==> config.mk <==
export PLATFORM = sky130hd
export DESIGN_NAME = ch_bank_scanner_flat
export DESIGN_NICKNAME = d
export VERILOG_FILES = /design/src/rtl/ch_bank_scanner_pkg.sv /design/src/rtl/ch_bank_scanner_if.sv /design/src/rtl/ch_bank_scanner_argmax.sv /design/src/rtl/ch_bank_scanner.sv /design/src/flat_wrapper.sv
export SDC_FILE = /design/constraint.sdc
export NUM_CORES = 1
export LEC_CHECK = 0
export CAP_MARGIN = 20
export CORE_UTILIZATION = 52
export DETAILED_ROUTE_END_ITERATION = 12
export PLACE_DENSITY_LB_ADDON = 0.2
export SETUP_SLACK_MARGIN = 0.1
export SYNTH_ARGS = -nofsm -noshare
export SYNTH_HDL_FRONTEND = slang
export SYNTH_SLANG_ARGS = --single-unit
==> constraint.sdc <==
create_clock -name clk -period 5.3 [get_ports clk]
set_input_delay 0.795 -clock clk [delete_from_list [all_inputs] [get_ports clk]]
set_output_delay 0.795 -clock clk [all_outputs]
set_load 0.05 [all_outputs]
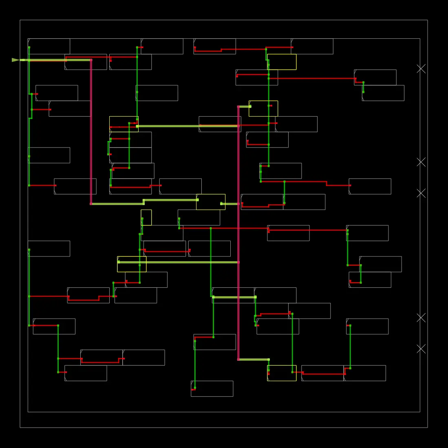
(run_1/final_clocks.png)
Sink Count: 51
Seq cells: 51
clk latency late pin: 310 ps

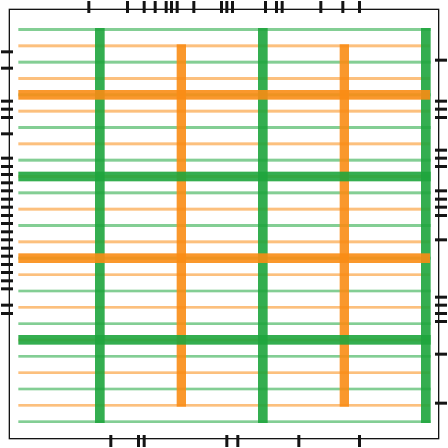
(run_1/pdn.png)
Pins as bars on the die edge.
colour	net
green	VSS
orange	VDD
met5 straps	4
met1 rails	25
core box area: 4470 um2
VDD IR max: 0.000205 V
Die Span Y: 71.3 um
Die Wd: 71.3 um

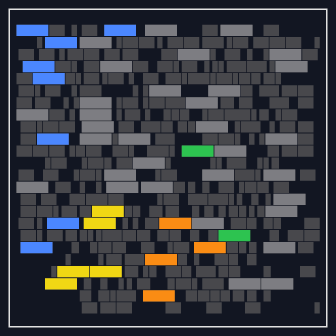
(run_1/registers.png)
colour	netlist name	sequential cells
yellow	u_core.n	5
orange	u_core.k	4
blue	u_core.bus.ent_id	8
green	u_core.state	2
Seq/total area: 31.7%
post-layout util: 72.0%

==> run notes, run 1 <==
flow finished, numbers: worst hold stages=2, Hold WS=458 ps, worst-case clock skew=between 10 and 15 ps, Post-Syn Area per Cell=8.97 um2, Post-DP Area=3130 um2, final worst slack=2570 ps, hold-fix buffers at CTS=0, number of global-route vias before repair=1996, CTS max path bufs=2, Remaining DRCs=5, initial antenna violation count=0, unrepaired setup endpoints after global routing=false, Synth Flop Type=dfxtp_1, io pins=67, area share, top type=about two fifths, Slew HR=36.2%, Reg area=between 1000 and 1500 um2, final period utilization=51.5%, comb_multi_in=198, Worst setup SP type=primary input, Logic inverters=15, number of port buffers=64, Unique cell types=43, Post-synth ARST share=0%, post_cts resized=0, Area growth syn-to-layout=29.1%, post-layout min period=2730 ps, WL/cell=14.0 um, EDFF count, synth=0, cell type with the largest total area=dfxtp_1, Nets=approximately 380, number of clock buffers in the layout=6, WP data arrival=2960 ps, total power=0.00111 W, Non-Clock Buffer Count=66, area reported by Yosys stat=2490 um2, Syn Inst Count=278, outcome=finished, violations left, Comb area share=41.4%, MI comb area=between 1000 and 1500 um2, Pwr Density=346 nW/um2, Synth Register Bits=51, setup bufs post-CTS=0, largest net degree at the start of global routing=34, NonClk Buf Share=20.4%, worst slew pin tran=956 ps, slowest cell delay on critical path=580 ps, # rows=24, failing checks=DRC, H-tree levels=2, setup TNS=0 ps, CTS tree=built, FF-to-FF path depth=6, GPL Wtd Cong=slightly below 0.8, leakage dissipation=1.20 nW, Levels on crit path=7, CP Class=in -> reg, FP Util=55.7%, CTS Buf Count=5, diode count=0, Worst setup EP type=register, overflow left after global routing=0, dominant class by area=logic gates, worst slack, placed=about 2200 ps, dpl hpwl=3.92 mm, crit path max-delay cell type=a21oi_4, final wirelength=5.45 mm, 1st-iter DRT viols=127, share of layout cells above drive strength 1=4.45%, CP bufs+invs=1, n_taps=between 50 and 60
[run 1: logic make-up after synthesis]
logic type | synth area share [%]
other | 0.150
multiplexers | 14.0
buffers and inverters | 5.72
flip-flops | 40.9
adder cells (fa/ha/maj) | 7.02
AND-OR/OR-AND | 9.68
XOR/XNOR | 2.81
AND/OR/NAND/NOR | 19.6
[run 1: power breakdown]
part	total (W)	switching (W)	leakage, nW	internal [W]
combinational	0.000435	0.000270	0.735	0.000165
clock	0.000227	0.000124	0.0470	0.000103
sequential	0.000453	0.0000287	0.415	0.000424
total	0.00111	0.000422	1.20	0.000691
[run 1: per-layer routing]
metal  GRT usage (%)  routed length (um)  vias up
met2            35.9                2390       54
met5               0                   0        -
li1                -                   -     1051
met4            8.44                  69        0
met3            7.03                 343        7
met1            29.4                2650      995
## Run 2: what changed since run 1
--- a/config.mk
+++ b/config.mk
@@ -6,7 +6,7 @@
 export NUM_CORES = 1
 export LEC_CHECK = 0
 export CAP_MARGIN = 20
-export CORE_UTILIZATION = 52
+export CORE_UTILIZATION = 43
 export DETAILED_ROUTE_END_ITERATION = 12
 export PLACE_DENSITY_LB_ADDON = 0.2
 export SETUP_SLACK_MARGIN = 0.1
==> constraint.sdc (replaced) <==
create_clock -name clk -period 2.3 [get_ports clk]
set_input_delay 0.345 -clock clk [delete_from_list [all_inputs] [get_ports clk]]
set_output_delay 0.345 -clock clk [all_outputs]
set_load 0.05 [all_outputs]
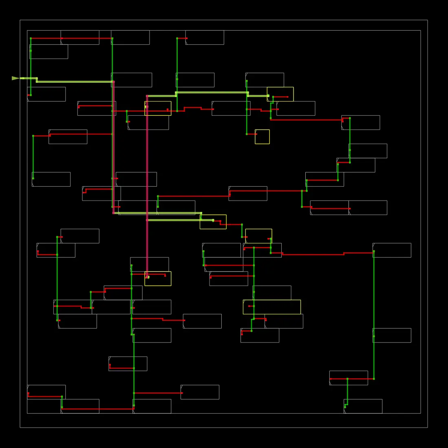
(run_2/final_clocks.png)
CTS Buf Count: 5
clk latency late pin: 300 ps

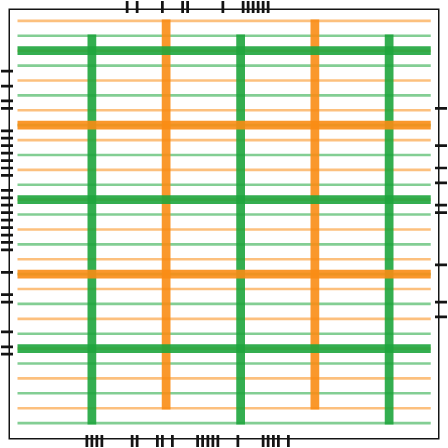
(run_2/pdn.png)
Pins as bars on the die edge.
core box area: 5540 um2
Die Wd: 78.2 um
VDD IR max: 0.000435 V
Die Span Y: 78.2 um

==> run 2 against run 1 <==
The run now ends clean; total power increased by 140%; clock-buffer cell count decreased by 1; sequential share of layout area decreased by 2.0 points; synthesized cell count unchanged; final cell count increased by 10%; worst setup slack got worse by 2300 ps; combinational power increased by 140%; hold slack improved by 9.4 ps; routed wire length increased by 3.4%; clock power increased to 2.7 times the previous value; highest routed layer unchanged.
==> run notes, run 2 <==
flow finished, numbers: Sink Count=51, FF-to-FF path depth=8, number of port buffers=64, post-layout util=62.2%, CTS tree=built, WP data arrival=roughly 2200 ps, Unique cell types=43, Reg area=1020 um2, worst-case clock skew=about 5 ps, final wirelength=5.63 mm, area share, top type=between 40 and 50%, Comb area share=38.8%, Seq cells=roughly 50, diode count=0, M1 GR Usage=23.9%, Most Crowded Layer GR=met2, Seq/total area=between 20% and 30%, CTS max path bufs=2, Non-Clock Buffer Count=86, FP Util=45.0%, Nets=396, worst hold stages=2, final worst slack=310 ps, Post-Syn Area per Cell=8.97 um2, grt met2 use=34.6%, outcome=completed, Adder Area Share=7.02%, worst slack, placed=-33.4 ps, setup TNS=0 ps, Pwr Density=789 nW/um2, worst slew pin tran=590 ps, WL/cell=around 13 um, dpl hpwl=4.11 mm, n_taps=between 70 and 80, Logic inverters=15, Logic family by area=simple AND/OR/NAND/NOR gates, Levels on crit path=7, number of clock buffers in the layout=5, hold-fix buffers at CTS=0
==> run 2: what timing repair did <==
item / 4_1_cts / 5_1_grt
resized: 0 / 1
buffers inserted: 0 / 0
setup endpoints to repair: 0 / 1
==> run 2: power breakdown <==
| group | leakage (nW) | internal, W | switching (W) | total, W |
|---|---|---|---|---|
| registers | 0.416 | 0.000978 | 0.0000655 | 0.00104 |
| logic | 0.839 | 0.000428 | 0.000631 | 0.00106 |
| clock network | 0.0502 | 0.000318 | 0.000295 | 0.000614 |
==> run 2: routing by layer <==
layer | wire length [um] | vias up | share of wire (%)
met5 | 0 | - | 0
met1 | 2560 | 999 | 46
li1 | - | 1097 | -
met4 | 59 | 0 | 1.0
met3 | 260 | 6 | 4.6
met2 | 2750 | 41 | 49
Power and IR drop assume default switching activity.
